**Where the registers sit**

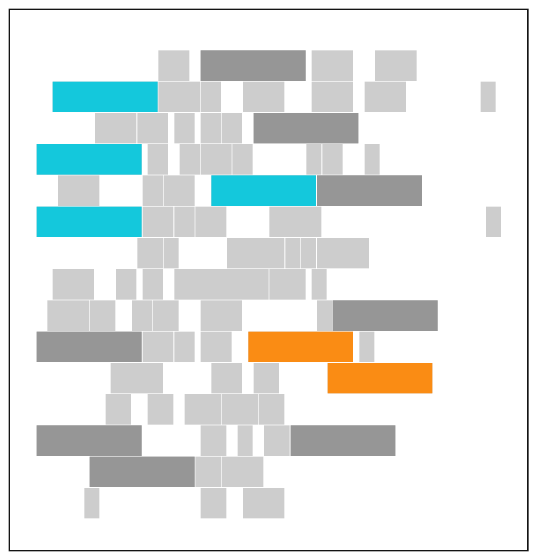
**I/O nets highlighted**

Bar = 10 um.
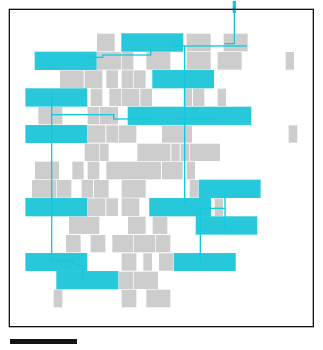
**Metal 2**

Bar = 10 um.
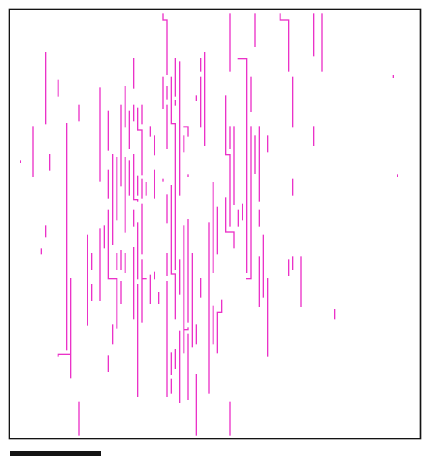
**Routed metal, one colour a layer**

Two of the layers only.
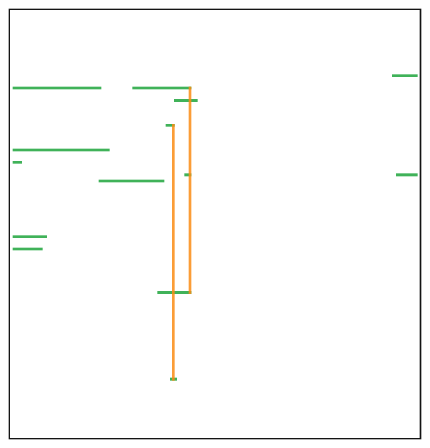
**src/rtl/mbox_mutex_arb.sv**
```systemverilog
`default_nettype none
// ============================================================================
//  Module   : mbox_mutex_arb
//  Purpose  : Hardware mutex for the message-box subsystem. Grants exclusive
//             ownership of one shared mailbox to one of N_REQ requesters,
//             using round-robin arbitration and lock-until-release semantics.
//             An optional hold timeout revokes a stuck owner, reports it and
//             locks that requester out until it drops its request.
//  Revision : 1.0  initial release
// ============================================================================
module mbox_mutex_arb #(
    parameter  int N_REQ    = 4,
    parameter  int HOLD_MAX = 0,
    localparam int IDW      = $clog2(N_REQ)
) (
    input  logic             clk,
    input  logic             rst_n,
    input  logic [N_REQ-1:0] i_req,
    output logic [N_REQ-1:0] o_grant,
    output logic             o_busy,
    output logic [IDW-1:0]   o_owner_id,
    output logic             o_timeout_pulse,
    output logic [IDW-1:0]   o_timeout_id
);

    // Hold counter is at least one bit wide so HOLD_MAX=0 still elaborates;
    // in that case it simply never leaves zero.
    localparam int               HCW          = (HOLD_MAX > 0) ? $clog2(HOLD_MAX + 1) : 1;
    localparam logic [HCW-1:0]   c_HOLD_MAX   = HCW'(HOLD_MAX);
    localparam logic [HCW-1:0]   c_HOLD_START = HCW'((HOLD_MAX > 0) ? 1 : 0);
    localparam logic [N_REQ-1:0] c_ONE        = N_REQ'(1);
    localparam logic [IDW-1:0]   c_LAST       = IDW'(N_REQ - 1);

    typedef enum logic [0:0] {
        S_IDLE  = 1'b0,
        S_OWNED = 1'b1
    } state_t;

    state_t             r_state;
    logic [N_REQ-1:0]   r_grant;
    logic               r_busy;
    logic [IDW-1:0]     r_owner;
    logic               r_timeout_pulse;
    logic [IDW-1:0]     r_timeout_id;
    logic [IDW-1:0]     r_rr_ptr;
    logic [N_REQ-1:0]   r_lockout;
    logic [HCW-1:0]     r_hold_cnt;

    logic [N_REQ-1:0]   w_elig;
    logic               w_found_hi;
    logic [IDW-1:0]     w_pick_hi;
    logic               w_found_lo;
    logic [IDW-1:0]     w_pick_lo;
    logic               w_found;
    logic [IDW-1:0]     w_pick;
    logic               w_owner_req;
    logic               w_hold_expired;
    logic               w_hold_inc;

    // A revoked requester stays ineligible until it has dropped its request.
    assign w_elig = i_req & ~r_lockout;

    // Round-robin pick: the lowest eligible index at or above rr_ptr wins;
    // if none exists the search wraps and the lowest eligible index wins.
    always_comb begin
        w_found_hi = 1'b0;
        w_pick_hi  = '0;
        w_found_lo = 1'b0;
        w_pick_lo  = '0;
        for (int i = N_REQ - 1; i >= 0; i--) begin
            if (w_elig[i]) begin
                w_found_lo = 1'b1;
                w_pick_lo  = IDW'(i);
                if (i >= int'(r_rr_ptr)) begin
                    w_found_hi = 1'b1;
                    w_pick_hi  = IDW'(i);
                end
            end
        end
    end

    assign w_found = w_found_lo;
    assign w_pick  = w_found_hi ? w_pick_hi : w_pick_lo;

    // The owner's own request line decides release; others are ignored.
    assign w_owner_req = i_req[r_owner];

    // Expiry when the grant has already been high for HOLD_MAX cycles; the
    // counter stops at HOLD_MAX so it can never wrap.
    assign w_hold_expired = (HOLD_MAX > 0) && (r_hold_cnt == c_HOLD_MAX);
    assign w_hold_inc     = (HOLD_MAX > 0) && (r_hold_cnt != c_HOLD_MAX);

    // Pointer to the requester after the given one, wrapping at N_REQ.
    function automatic logic [IDW-1:0] f_next_id(input logic [IDW-1:0] id);
        return (id == c_LAST) ? '0 : id + 1'b1;
    endfunction

    // Mutex state machine with all outputs registered.
    always_ff @(posedge clk or negedge rst_n) begin
        if (!rst_n) begin
            r_state         <= S_IDLE;
            r_grant         <= '0;
            r_busy          <= 1'b0;
            r_owner         <= '0;
            r_timeout_pulse <= 1'b0;
            r_timeout_id    <= '0;
            r_rr_ptr        <= '0;
            r_lockout       <= '0;
            r_hold_cnt      <= '0;
        end else begin
            // Strobe defaults low; lockout bits fall away wherever req is low.
            r_timeout_pulse <= 1'b0;
            r_lockout       <= r_lockout & i_req;

            case (r_state)
                S_IDLE: begin
                    if (w_found) begin
                        r_state    <= S_OWNED;
                        r_grant    <= c_ONE << w_pick;
                        r_busy     <= 1'b1;
                        r_owner    <= w_pick;
                        r_hold_cnt <= c_HOLD_START;
                    end
                end

                S_OWNED: begin
                    if (!w_owner_req) begin
                        // Voluntary release; takes priority over a timeout
                        // landing on the same edge.
                        r_state    <= S_IDLE;
                        r_grant    <= '0;
                        r_busy     <= 1'b0;
                        r_owner    <= '0;
                        r_rr_ptr   <= f_next_id(r_owner);
                        r_hold_cnt <= '0;
                    end else if (w_hold_expired) begin
                        // Revoke the owner, report it and lock it out. The
                        // grant vector is exactly the owner's one-hot mask.
                        r_state         <= S_IDLE;
                        r_grant         <= '0;
                        r_busy          <= 1'b0;
                        r_owner         <= '0;
                        r_timeout_pulse <= 1'b1;
                        r_timeout_id    <= r_owner;
                        r_lockout       <= (r_lockout & i_req) | r_grant;
                        r_rr_ptr        <= f_next_id(r_owner);
                        r_hold_cnt      <= '0;
                    end else if (w_hold_inc) begin
                        r_hold_cnt <= r_hold_cnt + 1'b1;
                    end
                end

                default: begin
                    r_state <= S_IDLE;
                    r_grant <= '0;
                    r_busy  <= 1'b0;
                    r_owner <= '0;
                end
            endcase
        end
    end

    assign o_grant         = r_grant;
    assign o_busy          = r_busy;
    assign o_owner_id      = r_owner;
    assign o_timeout_pulse = r_timeout_pulse;
    assign o_timeout_id    = r_timeout_id;

endmodule
`default_nettype wire

```
**config.mk**
```make
export PLATFORM = sky130hd
export DESIGN_NAME = mbox_mutex_arb
export DESIGN_NICKNAME = d
export VERILOG_FILES = /design/src/rtl/mbox_mutex_arb.sv
export SDC_FILE = /design/constraint.sdc
export NUM_CORES = 1
export LEC_CHECK = 0
export CORE_AREA = 2 2 43 45
export DETAILED_ROUTE_END_ITERATION = 8
export DIE_AREA = 0 0 45 47
export PLACE_DENSITY = 0.78
export SLEW_MARGIN = 20
export SYNTH_ARGS = -nofsm -noshare
export SYNTH_HDL_FRONTEND = slang
export SYNTH_SLANG_ARGS = --single-unit
```
**constraint.sdc**
```tcl
create_clock -name clk -period 2 [get_ports clk]
set_input_delay 0.5 -clock clk [delete_from_list [all_inputs] [get_ports clk]]
set_output_delay 0.5 -clock clk [all_outputs]
set_load 0.01 [all_outputs]
```
==> flow_summary_export.csv <==
group,metric,value,unit
sta,fin_crit,1.82,ns
worst_setup_path,worst-path-buf-inv,1,
final_layout,buffers,12,
synth,synth_area,723,sq um
routing,drt-total-wl,1410,um
routing,wl_met1,658,um
clock_network,clock-sinks,14,
final_layout,comb_cells,50,
grt,grt_pass1_vias,506,
sta,setup_violations,0,
final_layout,flop_area,350,sq um
die,pin_count,16,
worst_setup_path,rr_endpoint,"o_grant[2]",
power_and_ir_drop,power.density,1330,mW/mm^2
die,fp-utilization,43.8,%
min_path,whs_path_depth,1,
synth,yosys_register_bits,14,
final_layout,seqAreaFraction,41.1,%
final_layout,clock_cell_area_share,2.64,%
final_layout,stdcell_area,853,sq um
clock_network,cts_max_level,1,
sta,tns,0,ns
final_layout,fin_util,51.7,%
clock_network,cts_hold_buf,0,
placed_design,hpwlAfterDp,1010,um
min_path,hp-class,"register to register",
final_layout,final_common_cell,"dfrtp_1",
power_and_ir_drop,p_seq_share,42.2,%
worst_setup_path,crit_path_end,"o_owner_id[0]",
synth,synthAoiAreaFrac,15.7,%
routing,drt_iter0_drc,13,
power_and_ir_drop,p_comb,0.499,mW
grt,top_usage_layer,"met2",
power_and_ir_drop,clockPowerShare,13.7,%
power_and_ir_drop,swShare,38.0,%
clock_network,cts_resized,0,
worst_setup_path,worst_path_dominant_cell_family,"buffers and inverters",
sta,min_period_over_period,91.0,%
power_and_ir_drop,irDropWorstVdd,0.604,mV
worst_setup_path,critical_path.max_fanout,5,
power_and_ir_drop,pwr-share-comb,44.1,%
worst_setup_path,crit_chain,"clkdlybuf4s50_1",
final_layout,syn_to_final_growth,18.0,%
die,taps,17,
synth,synthCells,70,
clock_network,cts-root-buf,"clkbuf_4",
sta,setup_ws,0.180,ns
power_and_ir_drop,p_seq,0.478,mW
synth,postSynth.asyncResetShare,100,%
run,warnings,26,
final_layout,layout-drive-gt1-share,9.88,%
synth,ys_seq_share,48.4,%
die,dieArea,0.00212,sq mm
placed_design,portBuffers,12,
sta,timing.hold.ws,0.490,ns
die,die_h,47,um
synth,yosysWarningCount,0,
clock_network,cts.reportedPaths.clkPinSlew,0.08,ns
synth,yosys.cell_count.top_type,"dfrtp_1",
worst_setup_path,crit_cells,1,
min_path,min_to,"r_lockout[3]",
final_layout,largest_cell_class,"flip-flops and latches",
synth,synthTopCellsByArea,"dfrtp_1, nand3_1, o31ai_1",
worst_setup_path,path_class,"register to output pin",
synth,edf_count,0,
final_layout,buf_share,14.1,%
sta,fin_skew,0.00248,ns
clock_network,post-cts-setup-buffer-count,0,
routing,met2_length,645,um
outcome,status,"finished clean",
die,die_w,45,um
final_layout,comb_share,38.9,%
final_layout,logic_area,332,sq um
synth,synthTopLogicFamily,"simple AND/OR/NAND/NOR gates",
placed_design,dpl.cell_count,95,
routing,wl_per_cell,14.3,um
placed_design,place_area,831,sq um
-- 'where the registers sit' (at the start) --
- cyan: o_grant (sequential cells 4)
- orange: r_rr_ptr (sequential cells 2)
- not coloured: 8

-- 'I/O nets highlighted' (at the start) --
- cyan: rst_n (direction input; edge north; end cells 14; buffers 1; wire 123 um)

-- 'metal 2' (at the start) --
- main direction: vertical
- nets with wire on the layer: 79
- longest straight run: 24.8 um
- wire length on this layer: 645 um

-- 'routed metal, one colour a layer' (at the start) --
- orange: metal 4 (wire length 50.3 um)
- green: metal 3 (wire length 51.5 um)

No activity file was given, so power comes from the tool's default toggle rates.
